===== src/rtl/i2s_slave_tx_mono.sv =====
// I2S slave transmitter (mono): follows external BCLK/LRCLK and shifts one word per frame out of a small FIFO.
// Optional macro I2S_SLAVE_TX_UNDERFLOW_REPEAT_EN resends the last popped word on underflow instead of zero.
module i2s_slave_tx_mono #(
  parameter int unsigned WORD_WIDTH = 24,
  parameter logic        TX_CHANNEL = 1'b0,
  parameter int unsigned FIFO_DEPTH = 4
) (
  input  logic                          bclk,
  input  logic                          rst,
  input  logic                          lrclk,
  input  logic [WORD_WIDTH-1:0]         s_data,
  input  logic                          s_valid,
  output logic                          s_ready,
  output logic                          sd,
  output logic                          sd_oe,
  output logic [$clog2(FIFO_DEPTH):0]   fifo_level,
  output logic                          underflow,
  output logic                          underflow_sticky,
  input  logic                          clr_sticky
);

  localparam int unsigned PW = $clog2(FIFO_DEPTH);
  localparam int unsigned LW = PW + 1;
  localparam int unsigned CW = 5;

  typedef enum logic {IDLE, SHIFT} state_e;

  state_e                state_q, state_d;
  logic                  ws_q;
  logic [CW-1:0]         bit_cnt_q, bit_cnt_d;
  logic [WORD_WIDTH-1:0] shift_q, shift_d;
  logic                  sd_q, sd_d;
  logic                  sd_oe_q, sd_oe_d;
  logic                  underflow_q, underflow_d;
  logic                  sticky_q, sticky_d;
  logic [LW-1:0]         count_q, count_d;
  logic [PW-1:0]         wr_ptr_q, wr_ptr_d;
  logic [PW-1:0]         rd_ptr_q, rd_ptr_d;
  logic                  s_ready_q, s_ready_d;
  logic [WORD_WIDTH-1:0] mem [FIFO_DEPTH];

  logic                  ws_change, slot_start, fifo_empty, push, pop;
  logic [WORD_WIDTH-1:0] head, fallback, tx_word;

  always_comb begin
    ws_change  = (lrclk != ws_q);
    slot_start = ws_change && (lrclk == TX_CHANNEL);
    fifo_empty = (count_q == '0);
    push       = s_valid && s_ready_q;
    // Emptiness comes from registered state, so a same-edge push cannot feed this pop.
    pop        = slot_start && !fifo_empty;
    head       = mem[rd_ptr_q];
  end

`ifdef I2S_SLAVE_TX_UNDERFLOW_REPEAT_EN
  logic [WORD_WIDTH-1:0] last_q, last_d;

  always_comb begin
    last_d   = pop ? head : last_q;
    fallback = last_q;
  end

  always_ff @(posedge bclk) begin
    if (rst) last_q <= '0;
    else     last_q <= last_d;
  end
`else
  always_comb fallback = '0;
`endif

  always_comb tx_word = fifo_empty ? fallback : head;

  // Slot sequencing: edge 0 loads and drives MSB, edges 1..W-1 shift, edge W releases.
  always_comb begin
    state_d     = state_q;
    shift_d     = shift_q;
    sd_d        = 1'b0;
    sd_oe_d     = 1'b0;
    underflow_d = 1'b0;
    if (ws_change)                   bit_cnt_d = '0;
    else if (bit_cnt_q == CW'(31))   bit_cnt_d = bit_cnt_q;
    else                             bit_cnt_d = bit_cnt_q + CW'(1);

    if (slot_start) begin
      state_d     = SHIFT;
      shift_d     = {tx_word[WORD_WIDTH-2:0], 1'b0};
      sd_d        = tx_word[WORD_WIDTH-1];
      sd_oe_d     = 1'b1;
      underflow_d = fifo_empty;
    end else if (state_q == SHIFT) begin
      if (ws_change || bit_cnt_q == CW'(WORD_WIDTH - 1)) begin
        state_d = IDLE;
      end else begin
        sd_d    = shift_q[WORD_WIDTH-1];
        sd_oe_d = 1'b1;
        shift_d = {shift_q[WORD_WIDTH-2:0], 1'b0};
      end
    end

    sticky_d = underflow_d | (sticky_q & ~clr_sticky);
  end

  // FIFO bookkeeping; pointers wrap naturally because depth is a power of two.
  always_comb begin
    wr_ptr_d  = push ? wr_ptr_q + PW'(1) : wr_ptr_q;
    rd_ptr_d  = pop  ? rd_ptr_q + PW'(1) : rd_ptr_q;
    count_d   = count_q + LW'(push) - LW'(pop);
    s_ready_d = (count_d != LW'(FIFO_DEPTH));
  end

  always_ff @(posedge bclk) begin
    ws_q <= lrclk;
    if (rst) begin
      state_q     <= IDLE;
      bit_cnt_q   <= '0;
      shift_q     <= '0;
      sd_q        <= 1'b0;
      sd_oe_q     <= 1'b0;
      underflow_q <= 1'b0;
      sticky_q    <= 1'b0;
      count_q     <= '0;
      wr_ptr_q    <= '0;
      rd_ptr_q    <= '0;
      s_ready_q   <= 1'b1;
    end else begin
      state_q     <= state_d;
      bit_cnt_q   <= bit_cnt_d;
      shift_q     <= shift_d;
      sd_q        <= sd_d;
      sd_oe_q     <= sd_oe_d;
      underflow_q <= underflow_d;
      sticky_q    <= sticky_d;
      count_q     <= count_d;
      wr_ptr_q    <= wr_ptr_d;
      rd_ptr_q    <= rd_ptr_d;
      s_ready_q   <= s_ready_d;
    end
  end

  always_ff @(posedge bclk) begin
    if (!rst && push) mem[wr_ptr_q] <= s_data;
  end

  assign s_ready          = s_ready_q;
  assign sd               = sd_q;
  assign sd_oe            = sd_oe_q;
  assign fifo_level       = count_q;
  assign underflow        = underflow_q;
  assign underflow_sticky = sticky_q;

endmodule


===== config.mk =====
export PLATFORM = sky130hd
export DESIGN_NAME = i2s_slave_tx_mono
export DESIGN_NICKNAME = d
export VERILOG_FILES = /design/src/rtl/i2s_slave_tx_mono.sv
export SDC_FILE = /design/constraint.sdc
export NUM_CORES = 1
export LEC_CHECK = 0
export CORE_MARGIN = 3
export CORE_UTILIZATION = 35
export CTS_CLUSTER_DIAMETER = 200
export DETAILED_ROUTE_END_ITERATION = 8
export SYNTH_ARGS = -nofsm -noshare
export SYNTH_HDL_FRONTEND = slang
export SYNTH_SLANG_ARGS = --single-unit

===== constraint.sdc =====
create_clock -name bclk -period 3.2 [get_ports bclk]
set_input_delay 0.32 -clock bclk [delete_from_list [all_inputs] [get_ports bclk]]
set_output_delay 0.32 -clock bclk [all_outputs]
set_load 0.02 [all_outputs]

==> Changelog: implementation, run 1 <==
### Metrics

* EDFF count, synth at 96
* Setup crit end kind: flop
* Synth Area in Adders at 2.30%
* Bufs on Longest Clock Path at 2
* Pre-antenna DRT Iters at 4
* Worst-Margin Slew at 867 ps
* Area Overhead vs Synth at 21.1%
* Netlist cell types at 40
* Max Freq at 467 MHz
* Crit path buf inv count at 3
* Crit share post-route at 67.0%
* Overflow after GRT at 0
* Die width at 134 um
* CP cell instances: clkdlybuf4s50_1 -> inv_1 -> ha_1 -> o31a_1 -> ha_1 -> inv_1 -> ha_1 -> fa_1 -> xor3_1 -> nor2_1 -> nand2_1
* Mapped Cells at 373
* Area of the core at 16000 sq um
* Leakage Power at 2.28 nW
* CP top delay family: adder cells
* Final HPWL DP at 6240 um
* Area post-placement at 6340 sq um
* Syn avg cell area at 15.5 sq um
* Yosys synthesis chip area at 5770 sq um
* Yosys reg bits at 139
* Final RePlAce weighted congestion at 0.719
* Hold Violations, Final at 0
* Synth top area share at 50.0%
* Slowest CP cell: clkdlybuf4s50_1
* # placed instances at 610
* Wire per inst at 16.3 um
* Post-CTS Setup Inserts at 0
* Chip area at 18100 sq um
* RSZ-0062 raised after global routing: no
* Status: complete, no violations
* DR WL met2 at 5180 um
* Most used cell, CP: ha_1
* Initial drt markers at 151
* Total track usage at 12.5%
* Filler-free cell count of the finished design at 642
* Most numerous cell in the Yosys netlist: edfxtp_1
* Peak VDD IR at 0.000395 V
* Max cap viols at 0
* FFs w/ async S/R, synth at 0%
* Yosys xor share at 1.32%
* Log Warnings at 29
* Via count at 3174
* Top routing layer used: met4
* Setup TNS at 0 ps
* Crit path kind: primary input to flop
* WL met3 at 329 um
* CTS resizes at 0
* Top cells by count: edfxtp_1, dfxtp_1, inv_1
* Top FF cell, synth: edfxtp_1
* # hold bufs at CTS at 0
* Aoi share at 9.98%
* Fin area at 6980 sq um
* Total CTS buffers at 17
* Final setup viols at 0
* Yosys top cell by area: edfxtp_1
* CTS tree: built
* Antenna cell count at 0
* Worst path arrival time at 2440 ps
* DR DRC count at 0
* Root buf cell: clkbuf_16
* DRT Wirelength at 10500 um
* Max_slew headroom at 42.1%
* Antenna viol nets, final at 0
* Clock slew seen by the registers of the worst setup and hold paths at 60 ps
* Area fraction in mux cells at 9.72%
* Largest net degree at the start of global routing at 38
* Slowest stage delay, CP at 510 ps
* Slew Limit Fails at 0
* CP Launch Type: primary input
* Basic Gates by Area at 7.44%
* Std-Cell Rows at 46
* Nets@finish at 452
* Die Height at 134 um
* Pwr Total at 5.01 mW
* Met1 Wirelength at 4650 um
* First-pass GRT wire length at 17200 um
* Top cells by area: edfxtp_1, dfxtp_1, mux4_2
* Share of cells above drive strength 1 at 19.7%
* YS warnings at 0
* Min-Delay Path Class: primary input to flop
* Pwr Density at 717 nW/um^2
* H-tree depth at 4
* R2R Setup Slk at 1070 ps
* Crit path time final at 2140 ps
* Initial antenna violation count at 0
* Dominant comb cell: AND-OR/OR-AND gates
* Hold Slack at 433 ps
* Fp_density at 36.0%
* Vias in the first global route at 3312
* Routed vias/inst at 4.94
* Req. time, crit path at 3500 ps
* Worst-path maximum fanout at 3
* Skew final at 6.68 ps
* Post-synthesis instance area at 5770 sq um
* Syn Nets at 412
* Yosys cell count at 373
* Synth Seq Share at 64.9%
-- run 1: area by class of cell --
| class | count | area, sq um |
|---|---|---|
| fillers | 1440 | 9020 |
| flip-flops and latches | 139 | 3740 |
| multi-input cells | 178 | 1770 |
| clock buffers | 24 | 502 |
| repair buffers | 48 | 445 |
| well taps | 216 | 270 |
| clock inverters | 8 | 139 |
| inverters | 29 | 109 |
-- run 1: where the power goes --
group,switching (mW),internal (mW),total [mW]
registers,0.0688,2.09,2.16
clock network,0.672,1.40,2.07
logic,0.403,0.370,0.773
total,1.14,3.86,5.01
-- run 1: placed cells by master, fill, tap and decap left out, drive strengths merged, types with 2 or more instances in the layout --
cell,synthesis,final
edfxtp,96,96
dfxtp,43,43
clkdlybuf4s50,0,35
inv,29,29
nand2,27,27
nor2b,26,26
mux4,24,24
clkbuf,11,24
a221oi,22,22
a2111oi,22,22
nor2,13,13
buf,16,13
ha,9,9
and2,4,4
bufinv,0,4
a21oi,3,3
xor2,3,3
xnor2,3,3
and2b,3,3
clkinv,0,3
mux2i,2,2
-- run 1: registers in the layout, summed over array words and instances (netlist names), named ones only --
register	count
ws_q	1
wr_ptr_q	2
mem	96
fifo_level	3
s_ready	1
underflow_sticky	1
sd_oe	1
sd	1
underflow	1
bit_cnt_q	5
shift_q	23
rd_ptr_q	2
-- run 1: final timing paths --
path,startpoint,end,cells after the start
hold / removal,lrclk,ws_q,1
hold reg to reg,shift_q[19],shift_q[19],2
setup / recovery,lrclk,s_ready,11
setup reg to reg,bit_cnt_q[0],shift_q[23],4
-- run 1: metal layers --
layer,global-route usage (%),up-vias
met2,20.3,53
met1,15.2,1593
met4,6.39,0
met5,0,-
li1,-,1505
met3,3.45,23
-- run 1: cell families after synthesis --
kind of cell | count (synthesis)
AND-OR/OR-AND | 52
XOR/XNOR | 7
adder cells (fa/ha/maj) | 10
buffers and inverters | 56
flip-flops | 139
multiplexers | 26
AND/OR/NAND/NOR | 83
-- run 1: stage by stage --
step                util (%)  setup WS [ps]
floorplan                  -            871
global placement        39.6            684
detailed placement      39.6            633
CTS                     43.6           1040
global route            43.6            924
finish                  43.6           1060
Fig. 1: run 1, the clock network
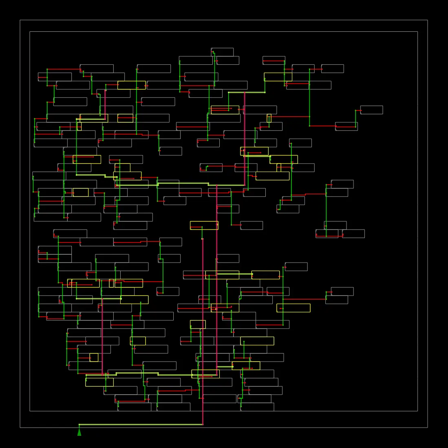
FFs & Latches: 139
Clock Power: 2.07 mW
Sink Count: 139
clock buf count: 24
Clk Latency, worst-skew pair: 410 ps

Fig. 2: run 1, sequential cells grouped by signal name
(3 px per um)
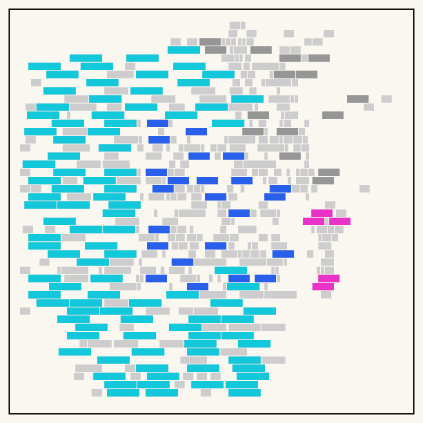
| name in the netlist | colour | flops |
|---|---|---|
| `mem` | cyan | 96 |
| `bit_cnt_q` | magenta | 5 |
| `shift_q` | blue | 23 |
not coloured: 15

Fig. 3: run 1, I/O nets highlighted
(3 px per um)
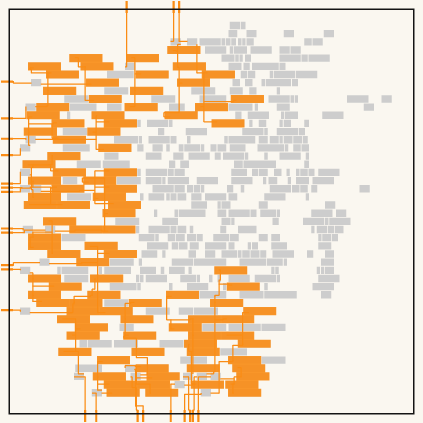
| port | colour | bits | direction | edge | end cells | wire |
|---|---|---|---|---|---|---|
| `s_data` | orange | 24 | input | 12 west, 9 south, 3 north | 96 | 1040 um |
number of port buffers: 36
io pins: 37

Fig. 4: run 1, gate-type map
(4 px per um)
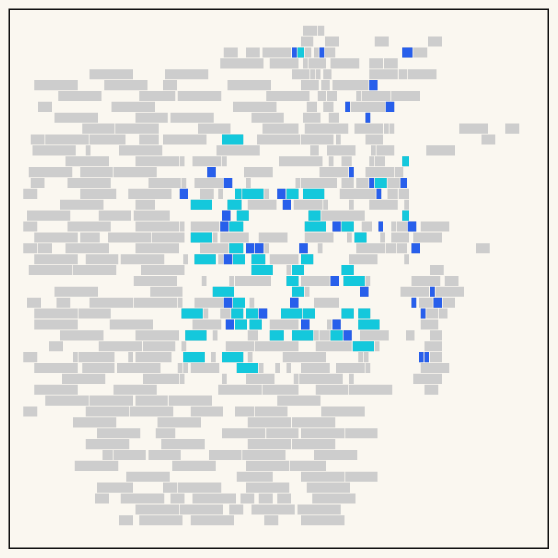
| family | colour | cells | most used |
|---|---|---|---|
| inverting AOI/OAI gates | cyan | 49 | a221oi_2 |
| NOR gates | blue | 41 | nor2b_1 |

Fig. 5: run 1, cell density map
(2 px per um) The die is cut into 13 by 13 equal tiles; dark purple is low, yellow is high, 0 to 100% covered.
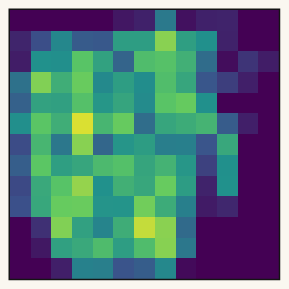

## Run 2: what changed since run 1
==> constraint.sdc (replaced) <==
create_clock -name bclk -period 2.2 [get_ports bclk]
set_input_delay 0.22 -clock bclk [delete_from_list [all_inputs] [get_ports bclk]]
set_output_delay 0.22 -clock bclk [all_outputs]
set_load 0.02 [all_outputs]
Fig. 6: run 2, cell density map
(2 px per um) The die is cut into 13 by 13 equal tiles; dark purple is low, yellow is high, 0 to 100% covered.
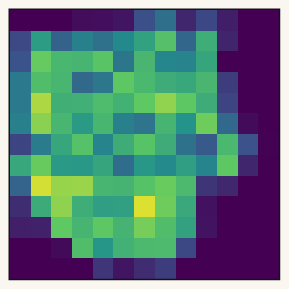
emptiest ninth of the die: south-east
nearly empty tiles: 24%
fullest tile: 95%
tiles over 75% full: 8.3%
fp_density: 36.0%
area of the core: 16000 sq um
Finished Core Util: 44.7%

Fig. 7: run 2, the clock network
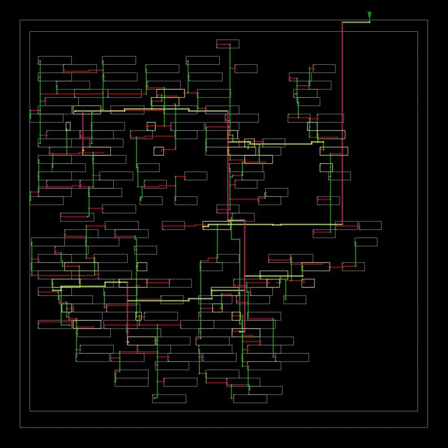
skew final: 7.23 ps
total CTS buffers: 17

==> Changelog: implementation, run 2 <==
### Metrics

* Wire per inst at 16.4 um
* Pwr Density at 1000 nW/um^2
* Post-CTS Setup Inserts at 0
* Synth top area share at 50.0%
* Clk Latency, worst-skew pair at 420 ps
* Yosys xor share at 1.32%
* Pre-antenna DRT Iters at 4
* EDFF count, synth at 96
* Yosys top cell by area: edfxtp_1
* Antenna viol nets, final at 0
* Die width at 134 um
* Area fraction in mux cells at 9.72%
* Overflow after GRT at 0
* Worst reg2reg path startpoint: fifo_level[1]
* Hold wc startpoint: rst
* Dominant comb cell: AND-OR/OR-AND gates
* CTS tree: built
* Max Freq at 494 MHz
* Hold Violations, Final at 0
* DP Worst Slack at -203 ps
* Share of cells above drive strength 1 at 24.8%
* Std-Cell Rows at 46
* Most frequent cells in the layout: edfxtp_1, dfxtp_1, clkdlybuf4s50_1
* Min-Delay Path Class: primary input to flop
* Vias in the first global route at 3368
* Area Overhead vs Synth at 23.9%
* Aoi share at 9.98%
* Max_slew headroom at 57.3%
* Crit path time final at 2020 ps
* Worst-Margin Slew at 625 ps
* Leakage Power at 2.37 nW
* CP Launch Type: flop
* WHS Endpoint: wr_ptr_q[0]
* Setup ws final at 175 ps
* Most numerous cell in the Yosys netlist: edfxtp_1
* Yosys synthesis chip area at 5770 sq um
* Basic Gates by Area at 7.44%
* Number of port buffers at 36
* Yosys reg bits at 139
* Worst-path maximum fanout at 6
* Top cells by count: edfxtp_1, dfxtp_1, inv_1
* Log Warnings at 29
* Final HPWL DP at 6450 um
* Yosys cell count at 373
* Req. time, crit path at 2510 ps
* Crit share post-route at 92.0%
* Final RePlAce weighted congestion at 0.705
* Mapped Cells at 373
* Sink Count at 139
* Syn avg cell area at 15.5 sq um
* Status: complete, no violations
* R2r endpoint: s_ready
* Total track usage at 13.1%
* CP top delay family: adder cells
* H-tree depth at 4
* Hold-critical path depth at 3
* Top cells by area: edfxtp_1, dfxtp_1, mux4_2
* Crit path kind: flop to flop
* Chip area at 18100 sq um
* Pwr Total at 7.16 mW
* Worst path arrival time at 2330 ps
* RSZ-0062 raised after global routing: no
* Synth Area in Adders at 2.30%
## run 2: cell counts after synthesis
Identical to the previous run, type by type.
## run 2: metal layers
layer | vias to the layer above | track usage (%) | share of wire, %
li1 | 1536 | - | -
met1 | 1629 | 16.3 | 46
met2 | 32 | 21.7 | 50
met3 | 15 | 3.86 | 2.6
met4 | 0 | 4.58 | 1.6
met5 | - | 0 | 0
## run 2: area by class of cell
| class | instances | area, sq um | area share (%) |
|---|---|---|---|
| Multi-Input combinational cell | 178 | 1780 | 24.9 |
| Clock buffer | 17 | 425 | 5.95 |
| Sequential cell | 139 | 3750 | 52.4 |
| Tap cell | 216 | 270 | 3.78 |
| Timing Repair Buffer | 66 | 668 | 9.35 |
| Clock inverter | 15 | 149 | 2.08 |
| Inverter | 29 | 109 | 1.52 |
## run 2: tightest hold or removal path: cells and delay by family
family,cells,cell delay (ps)
simple gates,1,150
buf+inv,2,380
## run 2: metrics by stage
stage	util (%)	cells	TNS, ps
after detailed placement	41.1	628	-4010
final	44.7	660	0
after CTS	44.7	660	0
after global placement	41.1	628	-2650
after global routing	44.7	660	0
after floorplan	-	373	0
## run 2: cell families (layout without fill, tap and decap cells)
logic type,Yosys count,count (layout)
compound gates,52,52
xor+xnor,7,7
fa+ha+maj,10,10
buf+inv,56,127
flops,139,139
mux,26,26
simple gates,83,83
## run 2: worst max path at each step
stage | slack, ps | from | cells past startpoint | end
global placement | -160 | lrclk | 11 | s_ready
detailed placement | -200 | lrclk | 11 | s_ready
CTS | 180 | fifo_level[1] | 8 | s_ready
floorplan | 20 | fifo_level[1] | 10 | s_ready
global route | 60 | fifo_level[1] | 8 | s_ready
finish | 180 | fifo_level[1] | 8 | s_ready
## run 2: report_power, final
part / switching, mW / total (mW) / internal, mW / leakage [nW]
logic: 0.619 / 1.25 / 0.627 / 0.862
registers: 0.102 / 3.15 / 3.05 / 1.23
clock network: 1.18 / 2.77 / 1.59 / 0.279
total: 1.90 / 7.16 / 5.27 / 2.37
Power is estimated from default activity; no workload was simulated.
